$ cat config.mk
export PLATFORM = sky130hd
export DESIGN_NAME = pio_pin_mux
export DESIGN_NICKNAME = d
export VERILOG_FILES = /design/src/rtl/pio_pin_mux.sv
export SDC_FILE = /design/constraint.sdc
export NUM_CORES = 1
export LEC_CHECK = 0
export CORE_AREA = 2 2 457 459
export DETAILED_ROUTE_END_ITERATION = 12
export DIE_AREA = 0 0 459 461
export HOLD_SLACK_MARGIN = 0.02
export MAX_ROUTING_LAYER = met4
export PLACE_DENSITY_LB_ADDON = 0.15
export SETUP_SLACK_MARGIN = 0.15
export SYNTH_ARGS = -nofsm -noshare
export SYNTH_HDL_FRONTEND = slang
export SYNTH_SLANG_ARGS = --single-unit
$ cat constraint.sdc
create_clock -name clk -period 8.8 [get_ports clk]
set_clock_uncertainty 0.05 [all_clocks]
set_input_delay 1.76 -clock clk [delete_from_list [all_inputs] [get_ports clk]]
set_output_delay 1.76 -clock clk [all_outputs]
set_load 0.02 [all_outputs]
$ cat src/rtl/pio_pin_mux.sv
// pio_pin_mux: per-pin ownership multiplexer between PIO cores and the GPIO bank.
// Each pin has an owner core, set through a single-write-per-cycle config port.
// The owner's FSM outputs are merged (highest-index driving FSM wins) and
// registered. Changing a pin's owner opens a tri-stated break-before-make window
// of HANDOVER_CYCLES cycles.
// Optional feature macro: PIO_PIN_MUX_CONFLICT_EN (sticky drive-conflict flags).
module pio_pin_mux #(
    parameter int NUM_CORES       = 4,
    parameter int NUM_FSMS        = 4,
    parameter int NUM_PINS        = 32,
    parameter int HANDOVER_CYCLES = 2
) (
    input  logic                                   clk,
    input  logic                                   rst,
    input  logic                                   cfg_we,
    input  logic [$clog2(NUM_PINS)-1:0]            cfg_pin,
    input  logic [$clog2(NUM_CORES)-1:0]           cfg_core,
    input  logic [NUM_CORES*NUM_FSMS*NUM_PINS-1:0] fsm_output,
    input  logic [NUM_CORES*NUM_FSMS*NUM_PINS-1:0] fsm_drive,
    input  logic                                   conflict_clr,
    output logic [NUM_PINS-1:0]                    gpio_output,
    output logic [NUM_PINS-1:0]                    gpio_drive,
    output logic [NUM_PINS-1:0]                    pin_busy,
    output logic [NUM_PINS-1:0]                    conflict
);

    localparam int         CW     = $clog2(NUM_CORES);
    localparam int         BW     = NUM_CORES * NUM_FSMS * NUM_PINS;
    localparam logic [3:0] H_LOAD = 4'(HANDOVER_CYCLES);

    typedef enum logic [0:0] {
        ST_IDLE     = 1'b0,
        ST_HANDOVER = 1'b1
    } state_t;

    state_t          r_state     [NUM_PINS];
    state_t          w_state_nxt [NUM_PINS];
    logic [3:0]      r_cnt       [NUM_PINS];
    logic [3:0]      w_cnt_nxt   [NUM_PINS];
    logic [CW-1:0]   r_owner     [NUM_PINS];
    logic [CW-1:0]   w_owner_nxt [NUM_PINS];
    logic [1:0]      w_mrg       [NUM_PINS];
    logic [NUM_PINS-1:0] w_hit;
    logic                w_wr_ok;
    logic [NUM_PINS-1:0] r_gpio_output;
    logic [NUM_PINS-1:0] r_gpio_drive;
    logic [NUM_PINS-1:0] r_pin_busy;

    // Merge of one core's FSMs onto one pin: returns {drive, value}.
    function automatic logic [1:0] pin_merge(input logic [BW-1:0] f_out,
                                             input logic [BW-1:0] f_drv,
                                             input int            pin,
                                             input logic [CW-1:0] owner);
        logic drv;
        logic val;
        int   idx;
        drv = 1'b0;
        val = 1'b0;
        for (int f = 0; f < NUM_FSMS; f++) begin
            idx = (int'(owner) * NUM_FSMS + f) * NUM_PINS + pin;
            drv = drv | f_drv[idx];
            val = f_drv[idx] ? f_out[idx] : val;
        end
        return {drv, val};
    endfunction

    // Decode the config write: range check plus per-pin hit, dropping no-op same-owner writes.
    always_comb begin
        w_wr_ok = cfg_we && (32'(cfg_pin) < 32'(NUM_PINS)) && (32'(cfg_core) < 32'(NUM_CORES));
        for (int p = 0; p < NUM_PINS; p++) begin
            w_hit[p] = w_wr_ok && (32'(cfg_pin) == 32'(p))
                       && !((cfg_core == r_owner[p]) && (r_state[p] == ST_IDLE));
        end
    end

    // Per-pin ownership FSM next state: writes retarget the owner, handover counts down.
    always_comb begin
        for (int p = 0; p < NUM_PINS; p++) begin
            w_state_nxt[p] = r_state[p];
            w_cnt_nxt[p]   = r_cnt[p];
            w_owner_nxt[p] = r_owner[p];
            case (r_state[p])
                ST_IDLE: begin
                    if (w_hit[p]) begin
                        w_owner_nxt[p] = cfg_core;
                        if (HANDOVER_CYCLES > 0) begin
                            w_state_nxt[p] = ST_HANDOVER;
                            w_cnt_nxt[p]   = H_LOAD;
                        end else begin
                            w_state_nxt[p] = ST_IDLE;
                            w_cnt_nxt[p]   = 4'd0;
                        end
                    end else begin
                        w_state_nxt[p] = ST_IDLE;
                    end
                end
                ST_HANDOVER: begin
                    if (w_hit[p]) begin
                        // Retarget restarts the whole window.
                        w_owner_nxt[p] = cfg_core;
                        w_cnt_nxt[p]   = H_LOAD;
                    end else if (r_cnt[p] <= 4'd1) begin
                        w_state_nxt[p] = ST_IDLE;
                        w_cnt_nxt[p]   = 4'd0;
                    end else begin
                        w_cnt_nxt[p]   = r_cnt[p] - 4'd1;
                    end
                end
                default: begin
                    w_state_nxt[p] = ST_IDLE;
                    w_cnt_nxt[p]   = 4'd0;
                end
            endcase
        end
    end

    // Merge uses the next owner so a zero-length handover switches in the same edge.
    always_comb begin
        for (int p = 0; p < NUM_PINS; p++) begin
            w_mrg[p] = pin_merge(fsm_output, fsm_drive, p, w_owner_nxt[p]);
        end
    end

    // Ownership state registers.
    always_ff @(posedge clk) begin
        for (int p = 0; p < NUM_PINS; p++) begin
            if (rst) begin
                r_state[p] <= ST_IDLE;
                r_cnt[p]   <= 4'd0;
                r_owner[p] <= {CW{1'b0}};
            end else begin
                r_state[p] <= w_state_nxt[p];
                r_cnt[p]   <= w_cnt_nxt[p];
                r_owner[p] <= w_owner_nxt[p];
            end
        end
    end

    // Registered pin outputs: tri-state and hold value during handover, else the merge.
    always_ff @(posedge clk) begin
        if (rst) begin
            r_gpio_output <= {NUM_PINS{1'b0}};
            r_gpio_drive  <= {NUM_PINS{1'b0}};
            r_pin_busy    <= {NUM_PINS{1'b0}};
        end else begin
            for (int p = 0; p < NUM_PINS; p++) begin
                if (w_state_nxt[p] == ST_HANDOVER) begin
                    r_gpio_output[p] <= r_gpio_output[p];
                    r_gpio_drive[p]  <= 1'b0;
                    r_pin_busy[p]    <= 1'b1;
                end else begin
                    r_gpio_output[p] <= w_mrg[p][0];
                    r_gpio_drive[p]  <= w_mrg[p][1];
                    r_pin_busy[p]    <= 1'b0;
                end
            end
        end
    end

    assign gpio_output = r_gpio_output;
    assign gpio_drive  = r_gpio_drive;
    assign pin_busy    = r_pin_busy;

`ifdef PIO_PIN_MUX_CONFLICT_EN
    logic [NUM_PINS-1:0] w_conf_set;
    logic [NUM_PINS-1:0] r_conflict;

    // Conflict on a pin: two or more owner FSMs drive it, or any non-owner FSM drives it.
    function automatic logic pin_conflict(input logic [BW-1:0] f_drv,
                                          input int            pin,
                                          input logic [CW-1:0] owner);
        logic own_any;
        logic own_multi;
        logic other_any;
        int   idx;
        own_any   = 1'b0;
        own_multi = 1'b0;
        other_any = 1'b0;
        for (int c = 0; c < NUM_CORES; c++) begin
            for (int f = 0; f < NUM_FSMS; f++) begin
                idx = (c * NUM_FSMS + f) * NUM_PINS + pin;
                if (int'(owner) == c) begin
                    own_multi = own_multi | (own_any & f_drv[idx]);
                    own_any   = own_any | f_drv[idx];
                end else begin
                    other_any = other_any | f_drv[idx];
                end
            end
        end
        return own_multi | other_any;
    endfunction

    // Conflicts are only judged while the pin is settled on its owner.
    always_comb begin
        for (int p = 0; p < NUM_PINS; p++) begin
            w_conf_set[p] = (r_state[p] == ST_IDLE) && pin_conflict(fsm_drive, p, r_owner[p]);
        end
    end

    // Sticky conflict flags; a new conflict beats a simultaneous clear.
    always_ff @(posedge clk) begin
        if (rst) begin
            r_conflict <= {NUM_PINS{1'b0}};
        end else if (conflict_clr) begin
            r_conflict <= w_conf_set;
        end else begin
            r_conflict <= r_conflict | w_conf_set;
        end
    end

    assign conflict = r_conflict;
`else
    logic w_unused_clr;
    assign w_unused_clr = conflict_clr;
    assign conflict     = {NUM_PINS{1'b0}};
`endif

endmodule
==> changes_impl.md, run 1 <==
### Physical design

- Proportion of final cell area spent on non-clock buffers: 0.293
- Sequential portion of the cell area: 0.145
- Mean instance size in the synthesized netlist: 7.66 µm²
- Most frequent logic cells in the routed design: 1126 x clkdlybuf4s50_1, 334 x nor2_1, 288 x dfxtp_1, 281 x nand3_1, 254 x o21ai_0
- Largest net degree at the start of global routing: 55
- Dominant Register Cell: dfxtp_1
- Number of gates resized after CTS: 0
- First-pass iteration count of the detailed router: 11
- LEAKAGE: 14.2 nW
- Total number of yosys warnings: 0
- Yosys top cell area share: 0.243
- VDD IR-drop max: 117 µV
- Cell count after synthesis: 3094
- Count of hold buffers inserted by post-cts repair: 0
- Endpoint required time on the critical path: 9260 ps
- First-pass GRT wire length: 255000 µm
- Number of DRC violations after detailed routing: 0
- Clock-pin transition on the worst setup and hold timing paths: 60 ps
- Critical Path Source Type: primary input
- Worst slew pin tran: 1070 ps
- Outcome: completed
- Share of the cycle needed by the critical path after routing: 0.591
- Syn-to-layout area delta: 68.0%
- Crit Path Max Fanout: 16
- Kind of end point of the critical path: register
- Number of nets in the final layout: 5275
- Worst-Skew Late Latency: 630 ps
- Length in cells of the worst reg-to-reg path: 6
- Post-synthesis sequential element count: 288
- Clock buffers created by TritonCTS: 48
- Clock Sinks: 288
- GPL Wtd Cong: 0.910
- Cell count in the Yosys report: 3094
- Post-route minimum period: 5200 ps
- DRT iter0 DRCs: 1857
- Die height: 461 µm
- Fraction of layout instances using a drive strength above 1: 0.0658
- Detailed placer's ending HPWL: 162000 µm
- Multi-input gate share of the layout cell area: 0.424
- Critical path start-end classification: in -> reg
- H-tree levels: 2
- Worst Hold End: gpio_output[29]$_SDFFE_PP0N_
- Via count of the first global-routing pass: 30.0k
- Most frequent logic cell in the layout: clkdlybuf4s50_1
- Yosys top cell by area: dfxtp_1
- Worst Hold Class: reg -> reg
- Remaining Overflow, GRT: 0
- Number of antenna diodes: 70
- Final slew viol count: 0
- Final Hold Fails: 0
run 1: worst max-delay path, cell delays in order:
cell and delay (ps):
clkdlybuf4s50_1 920, nand4b_2 790, o21ai_2 770, nand2_1 400, mux2_2 400, o21a_1 180
o311ai_1 290, a31oi_1 110
run 1: power breakdown:
part / total [mW] / leakage, nW / internal (mW) / switching (mW)
Combinational: 1.12 / 11.0 / 0.611 / 0.507
Sequential: 1.35 / 2.34 / 1.33 / 0.0180
Clock: 2.04 / 0.795 / 1.23 / 0.815
run 1: logic make-up (layout without fill, tap and decap cells):
| logic type | after synthesis | count (layout) | synth area share |
|---|---|---|---|
| xor+xnor | 93 | 93 | 0.0344 |
| buf+inv | 273 | 1357 | 0.0519 |
| flops | 288 | 288 | 0.243 |
| mux | 139 | 139 | 0.100 |
| compound gates | 1004 | 1004 | 0.279 |
| simple gates | 1232 | 1232 | 0.258 |
| fa+ha+maj | 64 | 64 | 0.0338 |
| other cells | 1 | 102 | 0.000158 |
run 1: Yosys cell counts, types with 9 or more instances:
cell / number
a32o_1: 32
nor2_1: 334
o21ai_0: 254
nor3_1: 41
nor2b_1: 9
o311ai_1: 22
o311ai_0: 32
buf_4: 40
mux2i_1: 31
nand2_1: 241
clkbuf_1: 96
and2_1: 93
nand3_1: 281
a31oi_1: 47
xor2_1: 64
a211oi_1: 95
a21oi_1: 193
dfxtp_1: 288
o221ai_1: 24
mux2_2: 31
o21ai_2: 14
o21ai_1: 51
and3_1: 107
a21boi_1: 28
xnor2_1: 29
mux4_2: 75
ha_1: 64
inv_1: 95
nor3b_1: 69
buf_2: 39
a32oi_1: 94
o31ai_1: 32
o21a_1: 29
run 1: layer usage:
metal | vias to the layer above | track usage | wire [µm]
met4 | 0 | 0.0493 | 5710
li1 | 13900 | - | -
met3 | 188 | 0.0537 | 16100
met2 | 1225 | 0.303 | 93000
met1 | 14400 | 0.205 | 78900
met5 | - | - | 0
run 1: per-stage QoR:
step / setup slack, ps / cells / hold slack (ps) / cell area [µm²] / power (mW)
after global routing: 3300 / 6966 / 452 / 39800 / 4.73
final: 3600 / 6983 / 431 / 39800 / 4.51
after floorplan: 4680 / 3125 / 415 / 23800 / 1.73
after detailed placement: 2790 / 6830 / 428 / 38100 / 2.52
after global placement: 2840 / 6830 / 418 / 38100 / 2.52
after CTS: 3530 / 6913 / 432 / 39700 / 4.65
run 1: how the worst max path moves through the flow:
stage	startpoint	to	slack, ps
detailed placement	cfg_pin[4]	gpio_output[26]$_SDFFE_PP0N_	2790
global placement	cfg_pin[4]	gpio_output[26]$_SDFFE_PP0N_	2840
floorplan	cfg_pin[2]	gpio_output[16]$_SDFFE_PP0N_	4680
global route	cfg_pin[4]	gpio_output[26]$_SDFFE_PP0N_	3300
CTS	cfg_pin[4]	gpio_output[26]$_SDFFE_PP0N_	3530
finish	cfg_pin[4]	gpio_output[26]$_SDFFE_PP0N_	3600
run 1: registers in the layout, indices dropped and copies added (netlist names):
signal and cells:
r_owner 64, gpio_output 32, pin_busy 31, gpio_drive 32
r_cnt 128, r_state 1
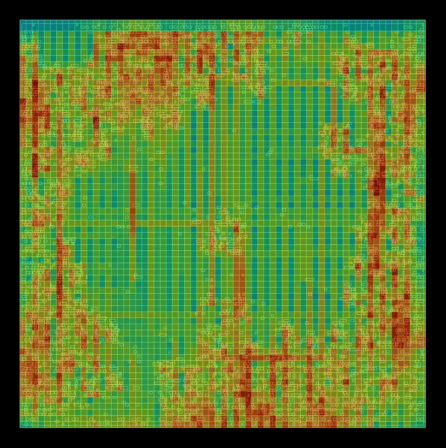
(run_1/congestion.png)
average routed wire per standard cell: 27.7 µm
Final Util: 0.193

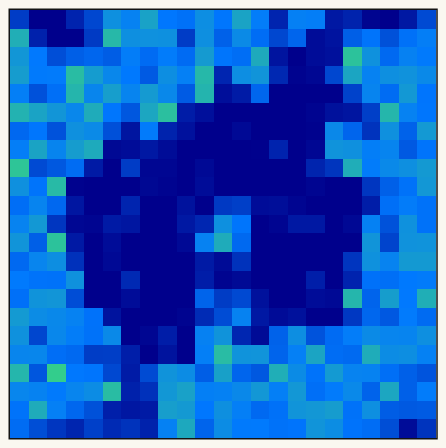
(run_1/cell_density.png)
The die is cut into 23 by 23 equal tiles; dark blue is low, red is high, 0 to 100% covered.
- emptiest ninth of the die: center
- fullest tile: 46%
- mean over tiles: 17%
placeable core region: 0.206 mm²
fp util: 0.115

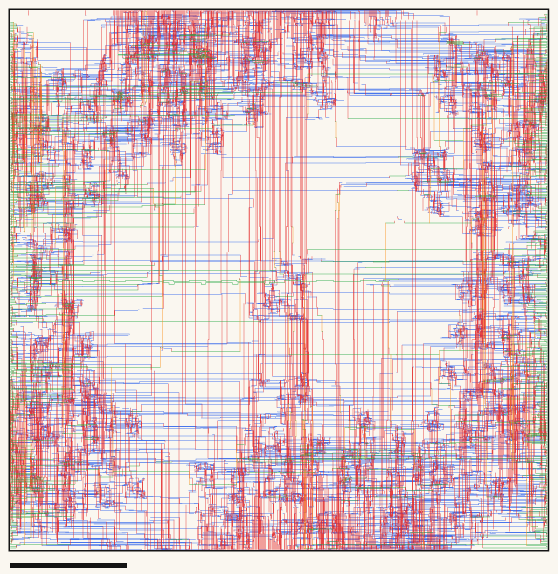
(run_1/wires.png)
The bar under the picture is 100 µm long.
- metal 2: red (wire length 93.0 mm)
- metal 4: orange (wire length 5710 µm)
- metal 1: blue (wire length 78.9 mm)
- metal 3: green (wire length 16100 µm)
Tot GR Track Use: 0.179
via count: 29.7k
routed wire length: 194000 µm

==> run_1/clk_routes.png <==
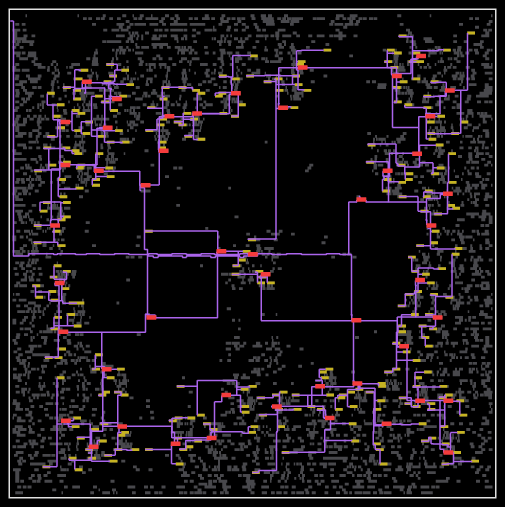

==> inputs of run 2 (changes only) <==
--- a/config.mk
+++ b/config.mk
@@ -5,9 +5,9 @@
 export SDC_FILE = /design/constraint.sdc
 export NUM_CORES = 1
 export LEC_CHECK = 0
-export CORE_AREA = 2 2 457 459
+export CORE_AREA = 2 2 459 461
 export DETAILED_ROUTE_END_ITERATION = 12
-export DIE_AREA = 0 0 459 461
+export DIE_AREA = 0 0 461 463
 export HOLD_SLACK_MARGIN = 0.02
 export MAX_ROUTING_LAYER = met4
 export PLACE_DENSITY_LB_ADDON = 0.15
==> constraint.sdc (replaced) <==
create_clock -name clk -period 5.05 [get_ports clk]
set_clock_uncertainty 0.05 [all_clocks]
set_input_delay 1.01 -clock clk [delete_from_list [all_inputs] [get_ports clk]]
set_output_delay 1.01 -clock clk [all_outputs]
set_load 0.02 [all_outputs]
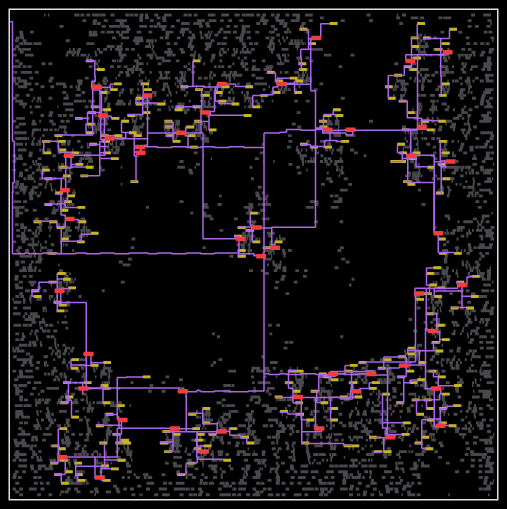
(run_2/clk_routes.png)
- flip-flops: yellow (count 288)
- clock drivers: red (count 48)
- clock wires: purple (length 7580 µm)
- routed clock nets: 49
clock share of power: 0.445
clock network power: 3.47 mW
Worst-Skew Late Latency: 660 ps

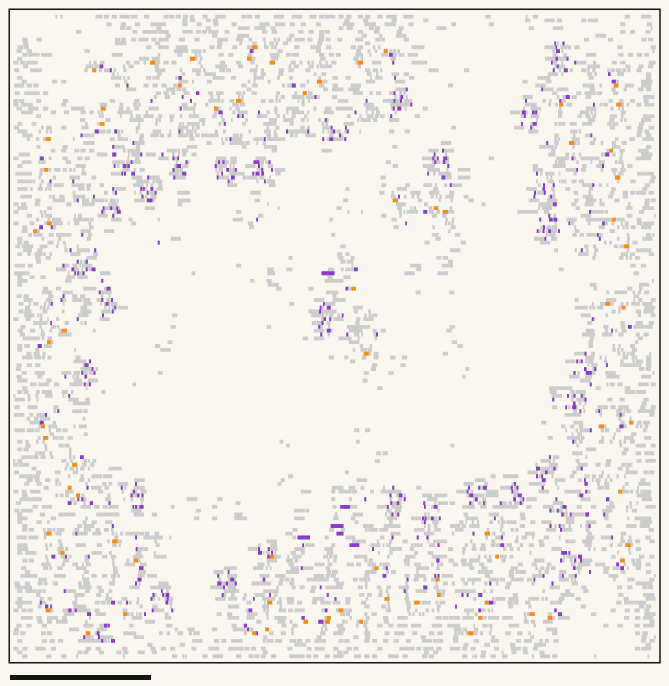
(run_2/logic_types.png)
The bar under the picture is 100 µm long.
- non-inverting ao/oa cells: orange (cells 74; most used a32o_1; where spread over the die)
- nor cells: purple (cells 464; most used nor2_1; where spread over the die)
fin cells: 7134
most frequent logic cell in the layout: clkdlybuf4s50_1
multi-input gate share of the layout cell area: 0.418

==> changes_impl.md, run 2 <==
### Physical design

- LEAKAGE: 14.4 nW
- Routed wire length: 198000 µm
- GPL Wtd Cong: 0.887
- Critical Path Source Type: primary input
- Crit Path Max Fanout: 20
- Remaining Overflow, GRT: 0
- Detailed placer's ending HPWL: 169000 µm
- Dominant Register Cell: dfxtp_1
- Post-synthesis sequential element count: 288
- Number of nets in the final layout: 5325
- Final slew viol count: 0
- Die height: 463 µm
- Endpoint required time on the critical path: 5530 ps
- Yosys top cell by area: dfxtp_1
- Fraction of layout instances using a drive strength above 1: 0.0767
- Clock Sinks: 288
- Mean instance size in the synthesized netlist: 7.66 µm²
- Regs by FF count: r_cnt: 128 flops, r_owner: 64 flops
- Length in cells of the worst reg-to-reg path: 6
- Critical path start-end classification: in -> reg
- Total number of yosys warnings: 0
- Outcome: completed
- Average routed wire per standard cell: 27.8 µm
- Syn-to-layout area delta: 70.5%
- Number of gates resized after CTS: 0
- Most frequent logic cells in the routed design: 1126 x clkdlybuf4s50_1, 334 x nor2_1, 288 x dfxtp_1, 281 x nand3_1, 253 x o21ai_0
- Most numerous cell types in the synthesized netlist: 334 x nor2_1, 288 x dfxtp_1, 281 x nand3_1
- Clock buffers created by TritonCTS: 48
- Post-route minimum period: 3910 ps
- Fp util: 0.114
- Placeable core region: 0.209 mm²
- Share of the cycle needed by the critical path after routing: 0.774
- First-pass iteration count of the detailed router: 7
- VDD IR-drop max: 270 µV
- Count of hold buffers inserted by post-cts repair: 0
- Number of DRC violations after detailed routing: 0
- Final Hold Fails: 0
-- run 2: how the worst min path moves through the flow --
| stage | endpoint | slack [ps] | depth (start not counted) |
|---|---|---|---|
| 5_1_grt | gpio_output[22]$_SDFFE_PP0N_ | 450 | 2 |
| 3_3_place_gp | gpio_output[29]$_SDFFE_PP0N_ | 420 | 2 |
| 2_1_floorplan | r_cnt[0][3]$_SDFFE_PP0P_ | 410 | 1 |
| 3_5_place_dp | gpio_output[8]$_SDFFE_PP0N_ | 420 | 2 |
| 4_1_cts | gpio_output[21]$_SDFFE_PP0N_ | 430 | 2 |
| 6_report | gpio_output[21]$_SDFFE_PP0N_ | 430 | 2 |
-- run 2: through the flow --
step	instance area (µm²)	cells	power [mW]	utilization	hold WS, ps
after detailed placement	38700	6981	4.42	0.185	421
after global placement	38700	6981	4.43	0.185	421
after CTS	40300	7067	8.01	0.193	429
after floorplan	23800	3125	3.01	-	415
final	40400	7134	7.81	0.194	428
after global routing	40400	7126	8.15	0.194	449
-- run 2: cell families after synthesis --
logic type               share of synthesized area
AND/OR/NAND/NOR                              0.258
AND-OR/OR-AND                                0.279
flip-flops                                   0.243
buffers and inverters                       0.0519
multiplexers                                 0.100
XOR/XNOR                                    0.0344
adder cells (fa/ha/maj)                     0.0338
other                                     0.000158
-- run 2: per-layer routing --
| metal | share of wire | global-route usage | vias to the layer above |
|---|---|---|---|
| met5 | 0 | - | - |
| met4 | 0.032 | 0.0540 | 0 |
| met3 | 0.084 | 0.0637 | 190 |
| met2 | 0.49 | 0.310 | 1219 |
| met1 | 0.40 | 0.199 | 14400 |
| li1 | - | - | 14000 |
-- run 2: cell type report --
type,instances,area (µm²),area share
Sequential cell,288,5770,0.143
Timing Repair Buffer,1228,12200,0.301
Antenna cell,67,168,0.00415
Clock buffer,68,1390,0.0344
Tap cell,2805,3510,0.0868
Inverter,96,363,0.00897
Multi-Input combinational cell,2564,16900,0.418
Clock inverter,18,198,0.00489
-- run 2: critical path: stages --
cell,delay [ps]
clkdlybuf4s50_1,460
buf_4,270
or2_2,810
o21ai_2,300
nand2_1,290
mux2_2,380
o21a_1,210
o311a_1,350
o31a_1,300
-- run 2: power breakdown --
part	internal (mW)	switching, mW
Sequential	2.32	0.0328
Clock	2.06	1.41
Combinational	1.09	0.894
Power figures rest on the tool's default switching activity, not on a simulated workload.
